$ cat src/rtl/adder_arbiter.sv
// adder_arbiter: round-robin front end for one shared combinational adder.
// Two requesters offer operand pairs with valid/ready. The winner's operands
// are latched, summed by the shared adder on the next cycle, and the result
// is held on the output port until the consumer takes it.
// Only one transaction is in flight at a time.
//
// Ports
//   clk, rst                     clock, synchronous active-high reset
//   reqN_valid/_a/_b/_ready      requester N operand handshake (N = 0,1)
//   out_valid/_sum/_id/_ready    registered result handshake; carry in MSB
//   busy                         high whenever not IDLE
//   txn_count                    completed result handshakes, wraps

module adder4 #(
  parameter int WIDTH = 64
) (
  input  logic [WIDTH-1:0] a,
  input  logic [WIDTH-1:0] b,
  output logic [WIDTH:0]   sout
);
  // Zero-extend both operands so the carry-out lands in bit WIDTH.
  assign sout = {1'b0, a} + {1'b0, b};
endmodule

module adder_arbiter #(
  parameter int WIDTH = 64,
  parameter int CNT_W = 16
) (
  input  logic             clk,
  input  logic             rst,
  input  logic             req0_valid,
  input  logic [WIDTH-1:0] req0_a,
  input  logic [WIDTH-1:0] req0_b,
  output logic             req0_ready,
  input  logic             req1_valid,
  input  logic [WIDTH-1:0] req1_a,
  input  logic [WIDTH-1:0] req1_b,
  output logic             req1_ready,
  output logic             out_valid,
  output logic [WIDTH:0]   out_sum,
  output logic             out_id,
  input  logic             out_ready,
  output logic             busy,
  output logic [CNT_W-1:0] txn_count
);
  typedef enum logic [1:0] {IDLE, CALC, DONE} state_t;

  typedef struct packed {
    logic [WIDTH-1:0] a;
    logic [WIDTH-1:0] b;
    logic             id;
  } opnd_t;

  state_t           state;
  logic             last_grant;
  opnd_t            op;
  logic             grant0, grant1;
  logic [WIDTH:0]   sum;

  // Round-robin: under contention the requester that did not win last time
  // gets the grant. last_grant resets to 1 so req0 wins first.
  assign grant0     = req0_valid & (~req1_valid | last_grant);
  assign grant1     = req1_valid & (~req0_valid | ~last_grant);
  assign req0_ready = (state == IDLE) & grant0;
  assign req1_ready = (state == IDLE) & grant1;
  assign busy       = (state != IDLE);

  // The adder only ever sees registered operands.
  adder4 #(.WIDTH(WIDTH)) u_add (
    .a    (op.a),
    .b    (op.b),
    .sout (sum)
  );

  always_ff @(posedge clk) begin
    if (rst) begin
      state      <= IDLE;
      last_grant <= 1'b1;
      op         <= '0;
      out_valid  <= 1'b0;
      out_sum    <= '0;
      out_id     <= 1'b0;
      txn_count  <= '0;
    end else begin
      case (state)
        IDLE: begin
          if (req0_ready) begin
            op         <= '{a: req0_a, b: req0_b, id: 1'b0};
            last_grant <= 1'b0;
            state      <= CALC;
          end else if (req1_ready) begin
            op         <= '{a: req1_a, b: req1_b, id: 1'b1};
            last_grant <= 1'b1;
            state      <= CALC;
          end
        end
        CALC: begin
          out_sum   <= sum;
          out_id    <= op.id;
          out_valid <= 1'b1;
          state     <= DONE;
        end
        DONE: begin
          // Result stays put until the consumer takes it.
          if (out_ready) begin
            out_valid <= 1'b0;
            txn_count <= txn_count + CNT_W'(1);
            state     <= IDLE;
          end
        end
        default: state <= IDLE;
      endcase
    end
  end
endmodule

$ cat config.mk
export PLATFORM = sky130hd
export DESIGN_NAME = adder_arbiter
export DESIGN_NICKNAME = d
export VERILOG_FILES = /design/src/rtl/adder_arbiter.sv
export SDC_FILE = /design/constraint.sdc
export NUM_CORES = 1
export LEC_CHECK = 0
export CAP_MARGIN = 10
export CORE_ASPECT_RATIO = 0.8
export CORE_UTILIZATION = 25
export DETAILED_ROUTE_END_ITERATION = 12
export GPL_ROUTABILITY_DRIVEN = 1
export GPL_TIMING_DRIVEN = 0
export HOLD_SLACK_MARGIN = 0.06
export PLACE_DENSITY = 0.49
export REMOVE_ABC_BUFFERS = 1
export SYNTH_ARGS = -nofsm -noshare
export SYNTH_HDL_FRONTEND = slang
export SYNTH_SLANG_ARGS = --single-unit
$ cat constraint.sdc
create_clock -name clk -period 2.6 [get_ports clk]
set_input_delay 0.52 -clock clk [delete_from_list [all_inputs] [get_ports clk]]
set_output_delay 0.52 -clock clk [all_outputs]
set_load 0.005 [all_outputs]
==> impl_metrics.yaml, run 1 <==
# generated from flow reports
sta:
  tightest_slew_ns: 1.17
  clock.fmax_mhz: 349
  maxSlewViolCount: 0
  whs_ns: 0.432
  worst_slack_ns: -0.262
  fin_crit_sh: 1.10
  setup_viol: 19
  finClkSkew_ns: 0.0390
  rsz0062_at_grt: "true"
  hold_violations: 0
  tns_ns: -2.38
  slew-limit-headroom: 0.217
critical_path:
  crit_end: "out_sum[60]"
  path_common_cell: "o21ai_4"
  r2r_cells: 12
  crit_path_cell_trace: "ha_4 > fa_2 > a211oi_4 > o21ai_2 > a21oi_4 > buf_12 > o21ai_4 > o41ai_4 > o21ai_4 > a22oi_2 > mux2_4 > nand2_2"
  crit_fanout: 6
  startpoint_type: "flop"
  crit_cells: 12
  r2r-start: "op[1]"
  crit_family: "AND-OR/OR-AND gates"
  crit_type: "flop to flop"
  worst_path_max_delay_cell: "fa_2"
  max_stage_delay_ns: 0.38
  r2r_setup_slack_ns: -0.26
grt:
  busiest_layer: "met2"
  antenna_found_initial: 0
  overflow: 0
  grt.met2_usage: 0.281
  grt_max_degree: 116
synth:
  ys_area_um2: 12700
  adder_share: 0.0655
  mux_share: 0.106
  top_cells_by_count: "215 x dfxtp_1, 202 x nor2_1, 152 x nand2_1"
  synth_area_leader_cell: "dfxtp_1"
  synth-edff-count: 0
  simple_gate_share: 0.166
  postSynthSeqShare: 0.338
  area_leaders: "dfxtp_1 34%, mux2i_1 11%, a211oi_1 8.1%"
  synth_area_um2: 12700
  synthTopLogicFamily: "AND-OR/OR-AND gates"
  synth_flop_count: 215
  ys_types: 71
  yosys_warnings: 0
  synthFlopType: "dfxtp_1"
job:
  tool_warnings: 29
  drv_cap: 0
cells_and_area:
  sh_comb_area: 0.464
  antenna_cells: 0
  combGateArea_um2: 8930
  flop_area_um2: 4360
  nNonClkInverters: 21
  flops: 215
  n_all_buffers: 409
  layout.nets: 2192
  final_cells: 2556
  clockNetworkAreaShare: 0.0396
  drive_gt1_frac: 0.153
  layout.nonclk_buf_frac: 0.221
  lay_top_cells: "341 x clkdlybuf4s50_1, 197 x nor2_1, 182 x dfxtp_1"
  largestClassByArea: "combinational gates"
  n_clock_buffer: 41
  final_util: 0.385
detailed_routing:
  met3_length_um: 2430
  routed-via-count: 12622
  drt_wl_total_um: 48100
  highest_layer: "met4"
  drtPass1Iterations: 5
  drc: 0
  antenna_left: 0
  wl_met2_um: 21500
  wire_per_inst_um: 18.8
pwr:
  power.density_nw_per_um2: 597
die:
  die_area_um2: 51800
  coreArea_um2: 50000
  die_x_um: 254
clocking:
  cts_buffers: 25
  cts_tree: "built"
  clk_pin_slew_ns: 0.06
  htreeDepth: 1
  clk_latency_ns: 0.57
status:
  violations: "setup timing"
  status: "finished, violations left"
worst_hold_path:
  hold_end: "txn_count[14]"
  hold_depth: 2
placement:
  gp_congestion: 0.858
  place_ws_ns: -0.850
## run 1: sequential cells by signal, summed over array words and instances (netlist names)
signal,cells
state,2
op,129
out_sum,65
out_id,1
out_valid,1
txn_count,16
last_grant,1
## run 1: power breakdown
group	switching (W)	internal, W	total (W)
Clock	0.00147	0.00194	0.00341
Combinational	0.00205	0.00199	0.00404
Sequential	0.000334	0.00370	0.00403
## run 1: logic make-up (layout without fill, tap and decap cells)
family | Yosys count | after routing
xor+xnor | 59 | 59
compound gates | 454 | 454
buf+inv | 133 | 473
flops | 215 | 215
simple gates | 477 | 479
fa+ha+maj | 66 | 66
mux | 135 | 135
## run 1: what timing repair did
action                                  in CTS  in global routing
endpoints found under the setup margin      44                 37
hold buffers                                 0                  0
buffers inserted                            24                 28
resized                                    127                131
pin swaps                                   44                 59
gates cloned                                 5                  0
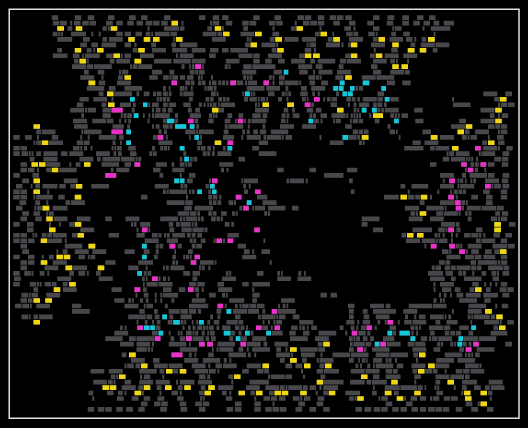
Run 1: gate-type map
Drawn at 2 px/um.
Key: cyan = AND-OR and OR-AND gates [cells 55]; magenta = XOR/XNOR gates [cells 59]; yellow = multiplexers [cells 135, where all over the die]

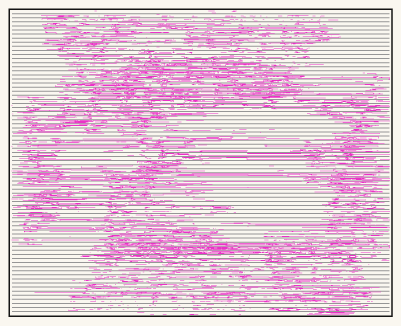
Run 1: signal wires on met1
Drawn at 1.5 px/um. Supply wires on this layer in grey.
2047 nets have wire on it. The layer carries 23.4 mm of wire. The wires run mostly horizontal. The layer holds 49% of the routed length.

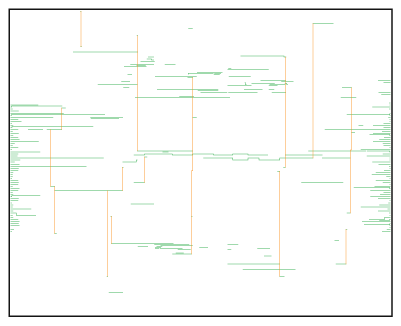
Run 1: signal wires by layer
Drawn at 1.5 px/um. Two of the layers only.
Key: green = metal 3 [wire length 2430 um]; orange = metal 4 [wire length 752 um]

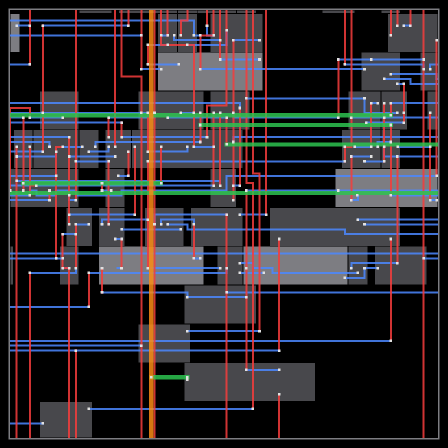
Run 1: zoomed window
Window x 112 to 142, y 128 to 158 um. Cells in grey, sequential cells in the stronger grey; small squares are vias.
Key: blue = metal 1; red = metal 2; green = metal 3; orange = metal 4
Netlist names of flops here include `out_sum` (4). Sequential cells in the window: 4. Most frequent: nand2_1 (4), dfxtp_1 (4), clkdlybuf4s50_1 (4). 38 logic cells have their middle in the window.

==> run 2: changes to the inputs <==
--- a/config.mk
+++ b/config.mk
@@ -8,6 +8,7 @@
 export CAP_MARGIN = 10
 export CORE_ASPECT_RATIO = 0.8
 export CORE_UTILIZATION = 25
+export CTS_CLUSTER_DIAMETER = 80
 export DETAILED_ROUTE_END_ITERATION = 12
 export GPL_ROUTABILITY_DRIVEN = 1
 export GPL_TIMING_DRIVEN = 0
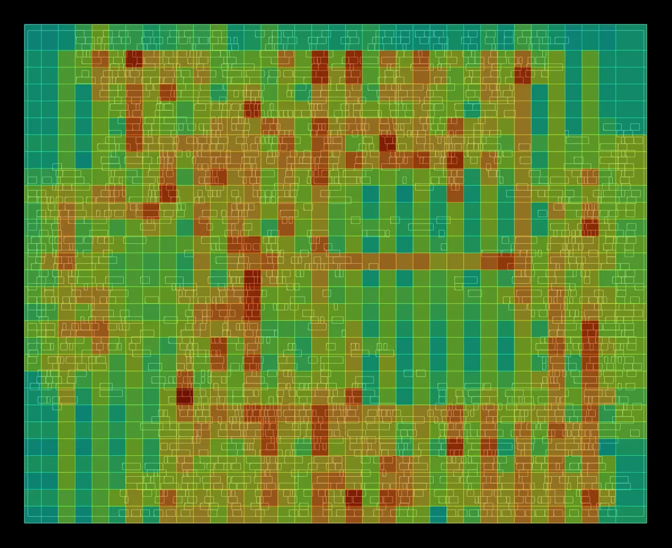
Run 2: congestion heat map
met2 GRT Util: 0.281
met1 Track Usage GR: 0.255
Wirelength per Cell: 18.8 um

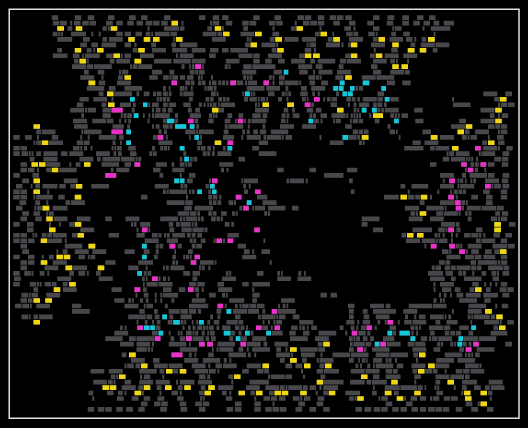
Run 2: gate-type map
Drawn at 2 px/um.
Key: magenta = XOR/XNOR gates [cells 59]; cyan = AND-OR and OR-AND gates [cells 55]; yellow = multiplexers [cells 135, where all over the die]

==> run 2 against run 1 <==
Net effect: the flow still finishes with violations (setup timing); via count unchanged; final area is the same; sequential cell count stayed put; clock skew did not move.
==> impl_metrics.yaml, run 2 <==
# generated from flow reports
status:
  status: "finished, violations left"
  violations: "setup timing"
job:
  drv_cap: 0
  tool_warnings: 29
sta:
  fin_crit_sh: 1.10
  tns_ns: -2.38
  setup_viol: 19
  hold_violations: 0
  rsz0062_at_grt: "true"
  worst_slack_ns: -0.262
  whs_ns: 0.432
  finClkSkew_ns: 0.0390
  clock.fmax_mhz: 349
synth:
  postSynthSeqShare: 0.338
  synthFlopType: "dfxtp_1"
  area_leaders: "dfxtp_1 34%, mux2i_1 11%, a211oi_1 8.1%"
  synthTopLogicFamily: "AND-OR/OR-AND gates"
  synth_flop_count: 215
  adder_share: 0.0655
  mux_share: 0.106
  synth_area_um2: 12700
  synth_area_leader_cell: "dfxtp_1"
  ys_types: 71
die:
  die_x_um: 254
detailed_routing:
  wl_met2_um: 21500
  antenna_left: 0
  met3_length_um: 2430
  routed-via-count: 12622
  drc: 0
clocking:
  cts_tree: "built"
  clk_pin_slew_ns: 0.06
  htreeDepth: 1
  clk_latency_ns: 0.57
critical_path:
  crit_fanout: 6
  max_stage_delay_ns: 0.38
  path_common_cell: "o21ai_4"
  crit_path_cell_trace: "ha_4 > fa_2 > a211oi_4 > o21ai_2 > a21oi_4 > buf_12 > o21ai_4 > o41ai_4 > o21ai_4 > a22oi_2 > mux2_4 > nand2_2"
  worst_path_max_delay_cell: "fa_2"
  startpoint_type: "flop"
cells_and_area:
  final_cells: 2556
  combGateArea_um2: 8930
  flop_area_um2: 4360
  sh_comb_area: 0.464
  clockNetworkAreaShare: 0.0396
  lay_top_cells: "341 x clkdlybuf4s50_1, 197 x nor2_1, 182 x dfxtp_1"
  antenna_cells: 0
  largest_reg_flops: 129
  top_register: "op"
  reg_top3: "op (129), out_sum (65), txn_count (16)"
  drive_gt1_frac: 0.153
  flops: 215
  nNonClkInverters: 21
  layout.nonclk_buf_frac: 0.221
pwr:
  largestPowerGroup: "combinational logic"
  switching_share: 0.336
  p_clk_w: 0.00341
  power.density_nw_per_um2: 597
  seq_power_share: 0.351
  clockPowerShare: 0.297
  combPwrFrac: 0.352
grt:
  overflow: 0
  antenna_found_initial: 0
placement:
  gp_congestion: 0.858
==> run 2: cell counts in the layout (fill, tap and decap cells not counted) <==
Identical to the previous run, type by type.
==> run 2: final timing paths <==
kind                                  start       endpoint  slack (ns)  cells past startpoint
worst min register to register  out_sum[10]    out_sum[10]        0.45                      2
worst max-delay path                  op[1]    out_sum[60]       -0.26                     12
worst min-delay path                    rst  txn_count[14]        0.43                      2
worst max register to register        op[1]    out_sum[60]       -0.26                     12
==> run 2: what timing repair did <==
| action | 4_1_cts | 5_1_grt |
|---|---|---|
| gates resized | 127 | 131 |
| endpoints found under the setup margin | 44 | 37 |
| pin swaps | 44 | 59 |
| gates cloned | 5 | 0 |
| hold buffers | 0 | 0 |
| setup buffers | 24 | 28 |
Run 2, signal wires by layer:
Drawn at 1.5 px/um. Two of the layers only.
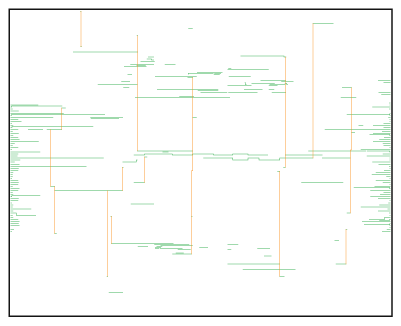

==> run 3: changes to the inputs <==
--- a/config.mk
+++ b/config.mk
@@ -18,3 +18,4 @@
 export SYNTH_ARGS = -nofsm -noshare
 export SYNTH_HDL_FRONTEND = slang
 export SYNTH_SLANG_ARGS = --single-unit
+export TNS_END_PERCENT = 10
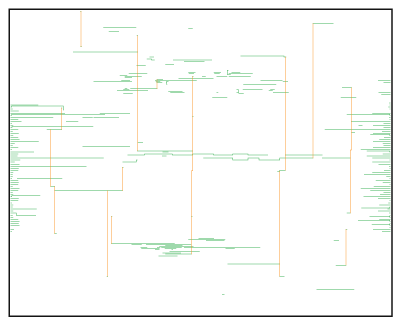
Run 3: signal wires by layer
Drawn at 1.5 px/um. Two of the layers only.
Key: orange = metal 4 [wire length 744 um]; green = metal 3 [wire length 2560 um]

==> run 3 against run 2 <==
Net effect: sequential power decreased by 1%; the flow still finishes with violations (setup timing); clock skew shrank 0.00068 ns; via count decreased by 1.3%; combinational power down 8.4%; synthesized area did not move; worst setup slack lost 0.063 ns; maximum frequency down 2.2%; sequential cell count is the same; clock power about the same; power shrank 3.3%; count of clock-buffer cells in the layout unchanged.
==> impl_metrics.yaml, run 3 <==
# generated from flow reports
synth:
  synth_flop_count: 215
  area_leaders: "dfxtp_1 34%, mux2i_1 11%, a211oi_1 8.1%"
  ys_types: 71
  postSynthSeqShare: 0.338
  synthFlopType: "dfxtp_1"
  synth_area_leader_cell: "dfxtp_1"
grt:
  grt.met2_usage: 0.276
  grt_first_pass_wirelength_um: 71000
  antenna_found_initial: 0
  gr-usage-met1: 0.252
  overflow: 0
cells_and_area:
  layout.nonclk_buf_frac: 0.213
  antenna_cells: 0
  flop_area_um2: 4310
  reg_top3: "op (129), out_sum (65), txn_count (16)"
  largest_reg_flops: 129
  drive_gt1_frac: 0.101
  combGateArea_um2: 8490
  final_cells: 2523
  sh_comb_area: 0.461
  clockNetworkAreaShare: 0.0414
  logic_gate_count: 1193
  top_register: "op"
  nNonClkInverters: 21
detailed_routing:
  routed-via-count: 12458
  wl_met2_um: 20700
  antenna_left: 0
  drt-met1-wl_um: 22900
  wire_per_inst_um: 18.6
  drc: 0
  met3_length_um: 2560
clocking:
  htreeDepth: 1
  cts_repair_resize_count: 97
  cts_tree: "built"
  post_cts_buffers: 17
  clk_latency_ns: 0.57
  hold_buffers: 0
sta:
  fin_crit_sh: 1.12
  rsz0062_at_grt: "true"
  clock.fmax_mhz: 342
  setup_viol: 17
  finClkSkew_ns: 0.0383
  worst_slack_ns: -0.325
worst_hold_path:
  hold_depth: 2
  worstHoldStart: "rst"
critical_path:
  path_common_cell: "a21o_1"
  r2r_cells: 10
  crit_fanout: 8
  max_stage_delay_ns: 0.41
  r2r-start: "op[38]"
  crit_cells: 10
  startpoint_type: "flop"
  r2r_setup_slack_ns: -0.32
  cp-startpoint: "op[38]"
  worst_path_max_delay_cell: "or3_4"
pwr:
  power.density_nw_per_um2: 603
status:
  violations: "setup timing"
  status: "finished, violations left"
die:
  die_x_um: 254
job:
  tool_warnings: 29
placement:
  gp_congestion: 0.858
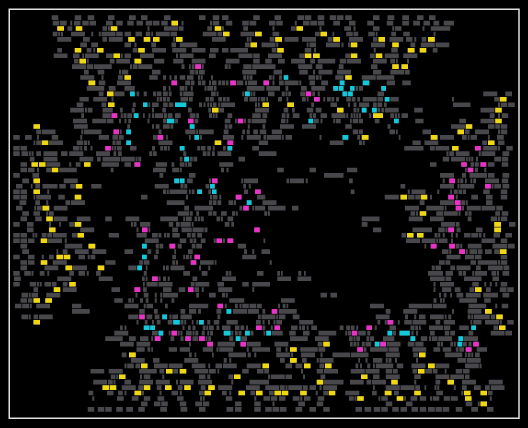
Run 3: gate-type map
Drawn at 2 px/um.
Key: magenta = XOR/XNOR gates [cells 59]; yellow = multiplexers [cells 135, where all over the die]; cyan = AND-OR and OR-AND gates [cells 55]

run 3: where the power goes:
| part | switching [W] | internal (W) | total (W) |
|---|---|---|---|
| Sequential | 0.000305 | 0.00368 | 0.00399 |
| Combinational | 0.00194 | 0.00176 | 0.00370 |
| Clock | 0.00147 | 0.00194 | 0.00341 |
run 3: logic make-up (layout without fill, tap and decap cells):
family	Yosys count	count (layout)	synth area share
AOI/OAI and AO/OA	454	454	0.239
xor gates and xnor gates	59	59	0.0406
adders and majority gates	66	66	0.0655
buffers and inverters	133	440	0.0442
DFF	215	215	0.338
muxes	135	135	0.106
and+or+nand+nor	477	479	0.166
run 3: worst paths after layout:
kind	end
setup / recovery	out_sum[60]
hold / removal	txn_count[14]
setup reg to reg	out_sum[60]
hold reg to reg	out_sum[10]
No activity file was given, so power comes from the tool's default toggle rates.
